[src/rtl/func_seq_pkg.sv]
// Shared encodings for the shift/rotate sequencer and its function-unit interface.
package func_seq_pkg;

    localparam int unsigned OP_W      = 2;
    localparam int unsigned CNT_W     = 5;
    localparam int unsigned FS_W      = 6;
    localparam int unsigned FLAG_W    = 4;
    localparam int unsigned MAX_STEPS = 16;

    typedef enum logic [OP_W-1:0] {
        OP_RRA = 2'b00,
        OP_RRC = 2'b01,
        OP_RLA = 2'b10,
        OP_RLC = 2'b11
    } op_e;

    typedef enum logic [1:0] {
        ST_IDLE = 2'b00,
        ST_RUN  = 2'b01,
        ST_DONE = 2'b10
    } state_e;

    // Function-unit decode: NOP passes A straight through.
    localparam logic [FS_W-1:0] FS_NOP  = 6'h00;
    localparam logic [FS_W-1:0] FS_ADD  = 6'h01;
    localparam logic [FS_W-1:0] FS_ADDC = 6'h02;
    localparam logic [FS_W-1:0] FS_RRA  = 6'h10;
    localparam logic [FS_W-1:0] FS_RRC  = 6'h11;

    function automatic logic [CNT_W-1:0] clamp_cnt(input logic [CNT_W-1:0] cnt);
        return (cnt > CNT_W'(MAX_STEPS)) ? CNT_W'(MAX_STEPS) : cnt;
    endfunction

endpackage

[src/rtl/func_seq.sv]
// Multi-step shift/rotate sequencer driving the shared function unit.
// Optional abort input enabled by defining FUNC_SEQ_ABORT_EN.
module func_seq
    import func_seq_pkg::*;
#(
    parameter int unsigned SIZE = 16
) (
    input  logic              clk,
    input  logic              rst,
    input  logic              start,
    input  logic [OP_W-1:0]   op,
    input  logic [CNT_W-1:0]  cnt,
    input  logic              bw,
    input  logic [SIZE-1:0]   operand,
    input  logic              c_in,
`ifdef FUNC_SEQ_ABORT_EN
    input  logic              abort,
`endif
    output logic              busy,
    output logic              done,
    output logic [SIZE-1:0]   result,
    output logic [FLAG_W-1:0] cvnz,
    output logic [SIZE-1:0]   fu_A,
    output logic [SIZE-1:0]   fu_B,
    output logic [FS_W-1:0]   fu_FS,
    output logic              fu_Cin,
    output logic              fu_BW,
    input  logic [SIZE-1:0]   fu_F,
    input  logic [FLAG_W-1:0] fu_CVNZ
);

    state_e             state_q;
    state_e             state_d;
    logic [SIZE-1:0]    acc_q;
    logic               carry_q;
    op_e                op_q;
    logic               bw_q;
    logic [CNT_W-1:0]   steps_q;
    logic               last_step;
    logic               abort_hit;
    logic               zero_msb;

`ifdef FUNC_SEQ_ABORT_EN
    assign abort_hit = abort;
`else
    assign abort_hit = 1'b0;
`endif

    assign last_step = (steps_q == CNT_W'(1));
    assign zero_msb  = bw ? operand[SIZE/2-1] : operand[SIZE-1];

    // State register.
    always_ff @(posedge clk) begin
        if (rst) begin
            state_q <= ST_IDLE;
        end else begin
            state_q <= state_d;
        end
    end

    // Next-state logic; abort outranks the final-step transition.
    always_comb begin
        state_d = state_q;
        unique case (state_q)
            ST_IDLE: begin
                if (start) begin
                    state_d = (cnt == '0) ? ST_DONE : ST_RUN;
                end
            end
            ST_RUN: begin
                if (abort_hit) begin
                    state_d = ST_IDLE;
                end else if (last_step) begin
                    state_d = ST_DONE;
                end
            end
            ST_DONE: state_d = ST_IDLE;
            default: state_d = ST_IDLE;
        endcase
    end

    // Output decode and function-unit drive.
    always_comb begin
        busy   = 1'b0;
        done   = 1'b0;
        fu_FS  = FS_NOP;
        fu_A   = acc_q;
        fu_B   = acc_q;
        fu_Cin = 1'b0;
        fu_BW  = 1'b0;
        unique case (state_q)
            ST_RUN: begin
                busy   = 1'b1;
                fu_Cin = carry_q;
                fu_BW  = bw_q;
                unique case (op_q)
                    OP_RRA: fu_FS = FS_RRA;
                    OP_RRC: fu_FS = FS_RRC;
                    OP_RLA: fu_FS = FS_ADD;
                    OP_RLC: fu_FS = FS_ADDC;
                    default: fu_FS = FS_NOP;
                endcase
            end
            ST_DONE: begin
                busy = 1'b1;
                done = 1'b1;
            end
            default: ;
        endcase
    end

    // Accumulator, step counter and held result; result/cvnz move only when entering DONE.
    always_ff @(posedge clk) begin
        if (rst) begin
            acc_q   <= '0;
            carry_q <= 1'b0;
            op_q    <= OP_RRA;
            bw_q    <= 1'b0;
            steps_q <= '0;
            result  <= '0;
            cvnz    <= '0;
        end else begin
            unique case (state_q)
                ST_IDLE: begin
                    if (start) begin
                        acc_q   <= operand;
                        carry_q <= c_in;
                        op_q    <= op_e'(op);
                        bw_q    <= bw;
                        steps_q <= clamp_cnt(cnt);
                        if (cnt == '0) begin
                            result <= operand;
                            cvnz   <= {c_in, 1'b0, zero_msb, (operand == '0)};
                        end
                    end
                end
                ST_RUN: begin
                    if (!abort_hit) begin
                        acc_q   <= fu_F;
                        carry_q <= fu_CVNZ[3];
                        steps_q <= steps_q - CNT_W'(1);
                        if (last_step) begin
                            result <= fu_F;
                            cvnz   <= fu_CVNZ;
                        end
                    end
                end
                default: ;
            endcase
        end
    end

endmodule

[config.mk]
export PLATFORM = sky130hd
export DESIGN_NAME = func_seq
export DESIGN_NICKNAME = d
export VERILOG_FILES = /design/src/rtl/func_seq_pkg.sv /design/src/rtl/func_seq.sv
export SDC_FILE = /design/constraint.sdc
export NUM_CORES = 1
export LEC_CHECK = 0
export ABC_AREA = 1
export ABC_CLOCK_PERIOD_IN_PS = 4400
export CELL_PAD_IN_SITES_DETAIL_PLACEMENT = 0
export CELL_PAD_IN_SITES_GLOBAL_PLACEMENT = 1
export CORE_ASPECT_RATIO = 1.75
export CORE_MARGIN = 2
export CORE_UTILIZATION = 31
export CTS_CLUSTER_SIZE = 12
export DETAILED_ROUTE_END_ITERATION = 10
export HOLD_SLACK_MARGIN = 0.02
export PLACE_DENSITY_LB_ADDON = 0.1
export SLEW_MARGIN = 20
export SYNTH_ARGS = -nofsm -noshare
export SYNTH_HDL_FRONTEND = slang
export SYNTH_SLANG_ARGS = --single-unit
[constraint.sdc]
create_clock -name clk -period 4.4 [get_ports clk]
set_input_delay 0.66 -clock clk [delete_from_list [all_inputs] [get_ports clk]]
set_output_delay 0.66 -clock clk [all_outputs]
set_load 0.05 [all_outputs]
cell_density.png
The die is cut into 7 by 12 equal tiles; dark blue is low, red is high, 0 to 100% covered.
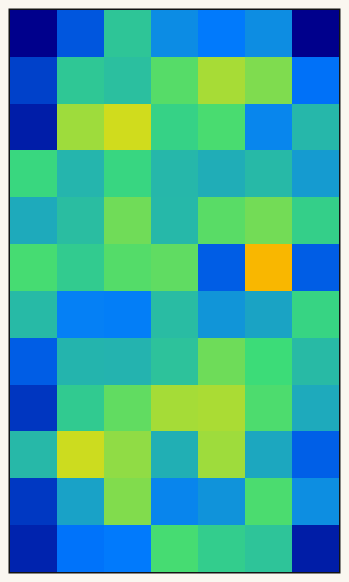
fullest tile	79%
nearly empty tiles	2.4%
mean over tiles	40%
tiles over 75% full	1.2%

==> results_slide.txt <==
Implementation Results

Clock tree
  – Worst-skew pair later-pin latency: 0.29 ns
  – CTS sink count: 47
  – Worst-path clk slew: around 0.06 ns
  – Post-CTS setup buffer count: 0
  – Post-CTS sizing: 0
  – CTS tree: yes
  – Total CTS buffers: 5

Pwr
  – PD cells: roughly 440 nW/um^2

Hold path
  – Hold path start: cvnz[2]
  – Hold path depth: 2

Synth
  – Flops after synth: 47
  – Dominant combinational family: simple AND/OR/NAND/NOR gates
  – Synth mux share: roughly 5.8%
  – Post-Synthesis Cells: roughly 330
  – Adder share: 4.12%

Setup path
  – Critical-path cell list: inv_1 -> ha_1 -> inv_1 -> nor2_1 -> clkdlybuf4s50_1
  – Crit-path max FO: 16
  – Critical setup path kind: reg2out
  – CP Capture Type: primary output

Floorplanning
  – Die width: 70.9 um
  – Core area: 7570 sq um

Placement
  – Placer congestion estimate: 0.769
  – IO Port Bufs: 106
  – Placed Instances: 495

Run status
  – Status: finished clean

Job
  – Max-cap check violation count: 0

STA
  – Hold Fails Final Rpt: 0
  – Final Cycle Share: 76.4%
  – Crit path time final: 3.36 ns
  – RSZ-0062 raised after global routing: false
  – Final Setup Violations: 0

Detailed routing
  – Via Count: 2366
  – Drt via density: 4.70
  – TritonRoute pass-1 iters: 4

Global route
  – Number of global-route vias before repair: about 2300

Finish
  – Ratio of cells with drive above 1 in the final layout: 4.58%
congestion.png
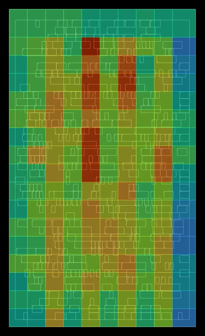
drt wl/cell: 13.9 um
gr usage total: 16.6%
Post-Route Utilization: 46.8%
met3 usage: 3.41%
M1 GR Usage: 19.3%

-- power groups by stage --
stage / Combinational, uW / Sequential, uW / Clock (uW)
2_1_floorplan: 334 / 661 / 0
3_3_place_gp: 656 / 525 / 0
3_5_place_dp: 658 / 528 / 0
4_1_cts: 660 / 518 / 401
5_1_grt: 699 / 524 / 419
6_report: 652 / 517 / 390
-- layer usage --
layer	GRT usage (%)	wire length, um	up-vias
li1	-	-	1218
met1	19.3	2840	1075
met2	29.3	3680	65
met3	3.41	349	8
met4	6.37	121	0
met5	0	0	-
-- registers in the layout, summed over array words and instances (netlist names) --
signal / flops
fu_A: 16
state_q: 2
carry_q: 1
bw_q: 1
steps_q: 5
op_q: 2
result: 16
cvnz: 4
-- final cells by class --
type | count | area, sq um
fillers | 840 | 4030
well taps | 88 | 110
repair buffers | 108 | 1080
clock buffers | 7 | 143
clock inverters | 1 | 8.76
inverters | 25 | 98.8
flip-flops and latches | 47 | 941
multi-input cells | 227 | 1160
-- how the worst max path moves through the flow --
stage | from | end | cells after the start
final | state_q[1] | fu_FS[4] | 5
after global routing | state_q[1] | fu_FS[4] | 5
after CTS | state_q[1] | fu_FS[4] | 5
after detailed placement | state_q[1] | fu_FS[4] | 5
after global placement | state_q[1] | fu_FS[4] | 5
after floorplan | state_q[1] | fu_FS[4] | 5
-- worst max-delay path: cells and delay by family, from the launching register on --
family,cells,cell delay (ns)
adders and majority gates,1,0.65
DFF,1,0.32
and+or+nand+nor,1,0.20
buffers and inverters,3,1.24
-- cells in the final DEF (no fill, tap or decap) --
cell	instances
clkbuf_16	5
nand2_2	2
nor2_4	1
dfxtp_1	47
nor3_1	2
nand3_1	26
nand4_1	1
inv_4	2
a21oi_2	1
mux2i_1	14
clkdlybuf4s50_1	106
clkinv_4	1
o21bai_1	1
a22oi_1	1
o21ai_0	29
clkbuf_8	1
a21oi_1	27
nand3_4	1
inv_2	1
ha_1	8
clkbuf_1	1
buf_4	2
or2_2	1
a31oi_1	1
nor2_1	58
nand2_1	49
inv_1	22
conb_1	3
nor2_2	1
-- cells in the mapped netlist (all sizes together) --
cell | n | share of area [%]
nor3 | 2 | 0.41
nand4 | 1 | 0.26
ha | 8 | 4.1
nand3 | 27 | 6.1
dfxtp | 47 | 39
clkbuf | 4 | 0.62
o21bai | 1 | 0.31
a31oi | 1 | 0.26
mux2i | 14 | 5.8
nand2 | 51 | 8.1
buf | 32 | 9.0
conb | 1 | 0.15
inv | 25 | 4.1
a22oi | 1 | 0.31
or2 | 1 | 0.26
a21oi | 28 | 5.9
o21ai | 29 | 6.0
nor2 | 60 | 9.7
-- per-stage QoR --
stage          setup slack, ns  hold WS, ns  power (uW)  cell area, sq um
3_5_place_dp              1.30        0.473        1190              3390
3_3_place_gp              1.35        0.464        1180              3390
4_1_cts                  0.997        0.489        1580              3540
2_1_floorplan             2.33        0.450         995              2440
6_report                  1.04        0.480        1560              3540
5_1_grt                  0.858        0.506        1640              3540
Power figures rest on the tool's default switching activity, not on a simulated workload.
